Wire density map:
12 x 15 tiles, from dark blue (low) to red (high), scaled to the fullest tile. Values are wire area over tile area, all layers added.
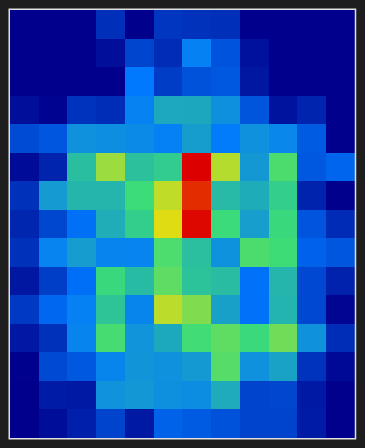
Cell sizes after repair:
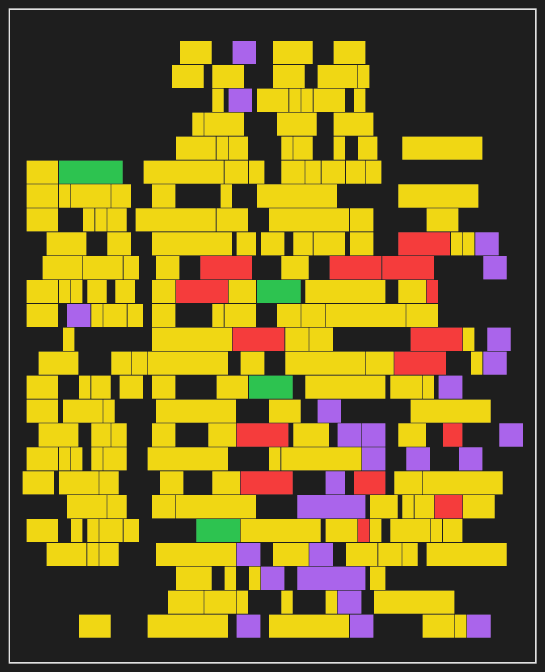
Clock wires, drivers and flops:
The bar under the picture is 20 um long.
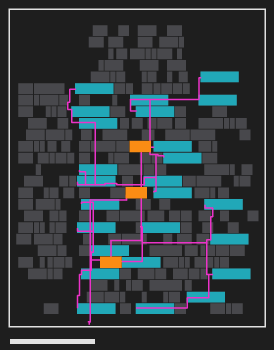
Placement view:
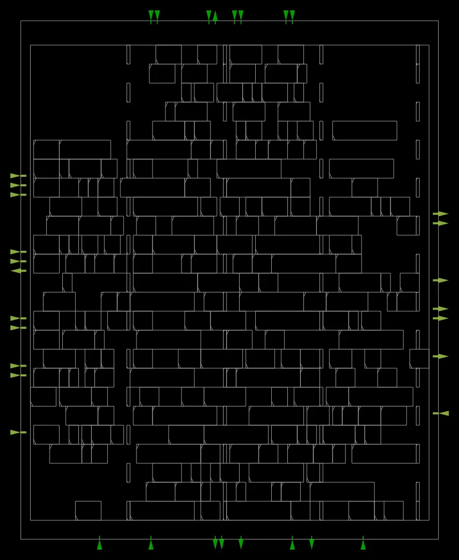
Sequential cells coloured by netlist name:
The bar under the picture is 20 um long. Other sequential cells in the stronger grey, the rest of the logic in the fainter grey.
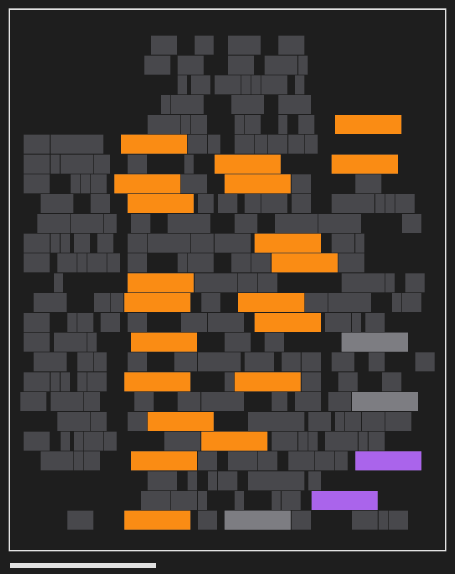
--- src/rtl/lu_pkg.sv ---
// ============================================================================
// Module      : lu_pkg
// Description : Shared definitions for the lu_resp logic-unit responder:
//               operation encodings, FIFO occupancy state encoding and the
//               occupancy next-state helper.
// Ports       : none (package)
// Revision    : 1.0 - initial release
// ============================================================================
`default_nettype none

package lu_pkg;

    // Operation select encodings
    localparam logic [1:0] OP_AND = 2'b00;
    localparam logic [1:0] OP_OR  = 2'b01;
    localparam logic [1:0] OP_XOR = 2'b10;
    localparam logic [1:0] OP_NOR = 2'b11;

    // Two-entry FIFO occupancy states
    localparam logic [1:0] ST_EMPTY = 2'b00;
    localparam logic [1:0] ST_ONE   = 2'b01;
    localparam logic [1:0] ST_FULL  = 2'b10;

    // Occupancy transition. The push/pop arguments must already be qualified
    // by the corresponding handshake (no push in FULL, no pop in EMPTY).
    function automatic logic [1:0] lu_next_state(input logic [1:0] state,
                                                 input logic       push,
                                                 input logic       pop);
        logic [1:0] nxt;
        nxt = state;
        case (state)
            ST_EMPTY: if (push) nxt = ST_ONE;
            ST_ONE: begin
                if (push && !pop)      nxt = ST_FULL;
                else if (!push && pop) nxt = ST_EMPTY;
                else                   nxt = ST_ONE;
            end
            ST_FULL:  if (pop) nxt = ST_ONE;
            default:  nxt = ST_EMPTY;
        endcase
        return nxt;
    endfunction

endpackage

`default_nettype wire

--- src/rtl/lu_fifo2.sv ---
// ============================================================================
// Module      : lu_fifo2
// Description : Two-entry FIFO with EMPTY/ONE/FULL occupancy tracking.
//               Head entry is presented combinationally; reads zero when empty.
// Ports       : clk, rst (async, active-high)
//               push, wdata        - write side (push qualified internally)
//               ready              - write may be accepted this cycle
//               pop                - read side (pop qualified internally)
//               valid, rdata       - head entry present / head entry
// Revision    : 1.0 - initial release
// ============================================================================
`default_nettype none

module lu_fifo2
    import lu_pkg::*;
#(
    parameter int DW = 10
) (
    input  logic          clk,
    input  logic          rst,
    input  logic          push,
    input  logic [DW-1:0] wdata,
    output logic          ready,
    input  logic          pop,
    output logic          valid,
    output logic [DW-1:0] rdata
);

    logic [1:0]    state;
    logic          wptr;
    logic          rptr;
    logic [DW-1:0] mem [2];
    // Held low through reset so the write side only opens on the first
    // clock edge after reset is released.
    logic          rst_done;

    logic          do_push;
    logic          do_pop;

    assign ready   = (state != ST_FULL) && rst_done;
    assign valid   = (state != ST_EMPTY);
    assign do_push = push && ready;
    assign do_pop  = pop && valid;

    // Masking with valid keeps the read port at zero while empty, so nothing
    // stale is ever visible after a pop-to-empty or a reset.
    assign rdata   = valid ? mem[rptr] : '0;

    always_ff @(posedge clk or posedge rst) begin
        if (rst) begin
            state    <= ST_EMPTY;
            wptr     <= 1'b0;
            rptr     <= 1'b0;
            mem[0]   <= '0;
            mem[1]   <= '0;
            rst_done <= 1'b0;
        end else begin
            rst_done <= 1'b1;
            state    <= lu_next_state(state, do_push, do_pop);
            if (do_push) begin
                mem[wptr] <= wdata;
                wptr      <= ~wptr;
            end
            if (do_pop) begin
                rptr <= ~rptr;
            end
        end
    end

endmodule

`default_nettype wire

--- src/rtl/lu_resp.sv ---
// ============================================================================
// Module      : lu_resp
// Description : Logic-unit responder. Computes a bitwise op on a/b when a
//               request is accepted and returns the result (with the op
//               echoed) through a two-entry response FIFO, latency 1 cycle.
// Ports       : clk, rst (async, active-high)
//               in_valid/in_ready, a, b, op   - request channel
//               out_valid/out_ready, y, y_op  - response channel
//               stat_cnt (16b)                - pop counter, only when the
//                                               macro LU_RESP_STATS_EN is
//                                               defined
// Parameters  : W - operand/result width
// Revision    : 1.0 - initial release
// ============================================================================
`default_nettype none

module lu_resp
    import lu_pkg::*;
#(
    parameter int W = 8
) (
    input  logic         clk,
    input  logic         rst,
    input  logic         in_valid,
    output logic         in_ready,
    input  logic [W-1:0] a,
    input  logic [W-1:0] b,
    input  logic [1:0]   op,
    output logic         out_valid,
    input  logic         out_ready,
    output logic [W-1:0] y,
    output logic [1:0]   y_op
`ifdef LU_RESP_STATS_EN
    ,
    output logic [15:0]  stat_cnt
`endif
);

    logic [W-1:0] result;
    logic [W+1:0] rdata;

    // Operation decode; its output is only sampled on an accepted push, so
    // X on a/b/op outside a handshake never reaches state.
    always_comb begin
        result = '0;
        case (op)
            OP_AND:  result = a & b;
            OP_OR:   result = a | b;
            OP_XOR:  result = a ^ b;
            OP_NOR:  result = ~(a | b);
            default: result = '0;
        endcase
    end

    lu_fifo2 #(
        .DW (W + 2)
    ) u_fifo (
        .clk   (clk),
        .rst   (rst),
        .push  (in_valid),
        .wdata ({op, result}),
        .ready (in_ready),
        .pop   (out_ready),
        .valid (out_valid),
        .rdata (rdata)
    );

    assign y    = rdata[W-1:0];
    assign y_op = rdata[W+1:W];

`ifdef LU_RESP_STATS_EN
    logic pop;
    assign pop = out_valid && out_ready;

    // Free-running pop counter; wraps naturally at 16 bits.
    always_ff @(posedge clk or posedge rst) begin
        if (rst) begin
            stat_cnt <= 16'h0000;
        end else if (pop) begin
            stat_cnt <= stat_cnt + 16'h0001;
        end
    end
`endif

endmodule

`default_nettype wire

--- config.mk ---
export PLATFORM = sky130hd
export DESIGN_NAME = lu_resp
export DESIGN_NICKNAME = d
export VERILOG_FILES = /design/src/rtl/lu_pkg.sv /design/src/rtl/lu_fifo2.sv /design/src/rtl/lu_resp.sv
export SDC_FILE = /design/constraint.sdc
export NUM_CORES = 1
export LEC_CHECK = 0
export CORE_ASPECT_RATIO = 1.25
export CORE_UTILIZATION = 45
export DETAILED_ROUTE_END_ITERATION = 10
export PLACE_DENSITY = 0.8
export SKIP_CTS_REPAIR_TIMING = 1
export SYNTH_ARGS = -nofsm -noshare
export SYNTH_HDL_FRONTEND = slang
export SYNTH_SLANG_ARGS = --single-unit
--- constraint.sdc ---
create_clock -name clk -period 2.03 [get_ports clk]
set_clock_uncertainty 0.15 [all_clocks]
set_input_delay 0.406 -clock clk [delete_from_list [all_inputs] [get_ports clk]]
set_output_delay 0.406 -clock clk [all_outputs]
set_load 0.05 [all_outputs]
==> out/qor.yml <==
finish:
  layout_top_cell: "dfrtp_1"
  final_nets: 264
synthesis:
  yosys_most_used_dff: "dfrtp_1"
  logic_family: "AND-OR/OR-AND gates"
  fp_nets: 226
  xor_share: 0.00933
  netlist_instances: 187
  ys_seq_frac: 0.333
  top_area_frac: 0.333
  syn_area_um2: 1880
timing:
  whs_ps: 326
  fin_crit_sh: 0.950
  drv_slew: 0
detailed_routing:
  vias: 1493
  drtIter0Drc: 52
  drc: 0
power_and_ir_drop:
  ir_worst_vdd_uv: 446
cts:
  clkSlewWorstSetupHoldPaths_ps: 80
  numCtsBuffers: 3
outcome:
  status: "finished, final reports clean"
die:
  die_w_um: 59.8
  fp.coreArea_um2: 3880
  die_h_um: 74.2
setup_path:
  r2r-start: "u_fifo.state[1]"
  r2r_slack_ps: 340
  required_ps: 1470
global_routing:
  grt-ovfl-total: 0
  antenna_found_initial: 0
worst_hold_path:
  hold_path_class: "in2async"
placed_design:
  io_buffers: 33
  dp_hpwl_um: 2640
run:
  warnings: 34
-- 'wire density map' (at the start) --
densest ninth of the die: middle
fullest tile: 0.52
nearly empty tiles: 18%
mean over tiles: 0.12
emptiest ninth of the die: top right
tiles over half the peak: 11%

-- 'cell sizes after repair' (at the start) --
| colour | size | cells | share |
|---|---|---|---|
| red | _2 cells | 15 | 6.7% |
| yellow | _0 and _1 cells | 180 | 80% |
| green | _6 and larger | 4 | 1.8% |
| purple | _3 and _4 cells | 25 | 11% |

-- 'clock wires, drivers and flops' (at the start) --
[cyan] flip-flops | count: 25
[orange] clock drivers | count: 3
[magenta] clock wires | length: 307 um
routed clock nets: 4
clock power share: 0.106
Late-Pin Clk Latency: 270 ps
Clk. pwr: 296 uW

-- 'placement view' (at the start) --
# Taps: 54
post-layout util: 0.597

-- 'sequential cells coloured by netlist name' (at the start) --
| colour | signal | placed flops |
|---|---|---|
| purple | u_fifo.state | 2 |
| orange | u_fifo.mem | 20 |
sequential share of cell area: 0.270
Sequential Power: 895 uW
Reg area: 626 um^2

==> power breakdown <==
part	leakage, uW	switching, uW	total [uW]	internal (uW)
Combinational	0.000731	958	1600	639
Clock	0.0000228	155	296	141
Sequential	0.000306	170	895	725
==> kinds of logic after synthesis <==
| family | after synthesis |
|---|---|
| and+or+nand+nor | 52 |
| xor gates and xnor gates | 2 |
| AOI/OAI and AO/OA | 44 |
| adders and majority gates | 17 |
| buffers and inverters | 32 |
| DFF | 25 |
| other | 1 |
| muxes | 14 |
==> synthesized netlist by cell type (all sizes together) (4+ instances only) <==
master   n
nor2    20
inv     21
nor3     9
mux2     4
ha      17
o41ai   16
o21a     8
nor2b   17
buf      8
o31ai   16
mux2i   10
dfrtp   25
==> layer usage <==
metal / GRT usage / vias to the layer above / wire length, um
li1: - / 744 / -
met1: 0.230 / 707 / 1540
met2: 0.330 / 35 / 1860
met3: 0.0104 / 7 / 90
met4: 0.0646 / 0 / 57
met5: 0 / - / 0
==> area by class of cell <==
| class | instances | area share |
|---|---|---|
| inverters | 21 | 0.0351 |
| clock buffers | 4 | 0.0195 |
| well taps | 54 | 0.0292 |
| multi-input cells | 130 | 0.475 |
| flip-flops and latches | 25 | 0.270 |
| repair buffers | 44 | 0.171 |
==> flip-flops by register name, summed over array words and instances, names as in the netlist <==
register / flops
u_fifo.rptr: 1
u_fifo.wptr: 1
u_fifo.mem: 20
u_fifo.state: 2
u_fifo.rst_done: 1
==> metrics by stage <==
step           total power [uW]  setup WS [ps]
2_1_floorplan              2060            117
3_3_place_gp               2470            144
3_5_place_dp               2510            121
4_1_cts                    2810            105
5_1_grt                    2970           18.6
6_report                   2790            102
==> worst max-delay path by stage <==
stage | startpoint | endpoint | slack, ps | depth (start not counted)
2_1_floorplan | u_fifo.rptr | y[0] | 120 | 3
3_3_place_gp | in_valid | u_fifo.mem[18] | 140 | 4
3_5_place_dp | a[4] | u_fifo.mem[14] | 120 | 6
4_1_cts | u_fifo.state[1] | y[2] | 100 | 4
5_1_grt | u_fifo.state[1] | y[7] | 20 | 4
6_report | u_fifo.state[1] | y[7] | 100 | 4
==> critical path, cell delays in order (launching register included) <==
cell and delay, ps:
dfrtp_1 470, nor2_1 100, buf_4 170, nor2_1 140, buf_4 220
Power figures rest on the tool's default switching activity, not on a simulated workload.
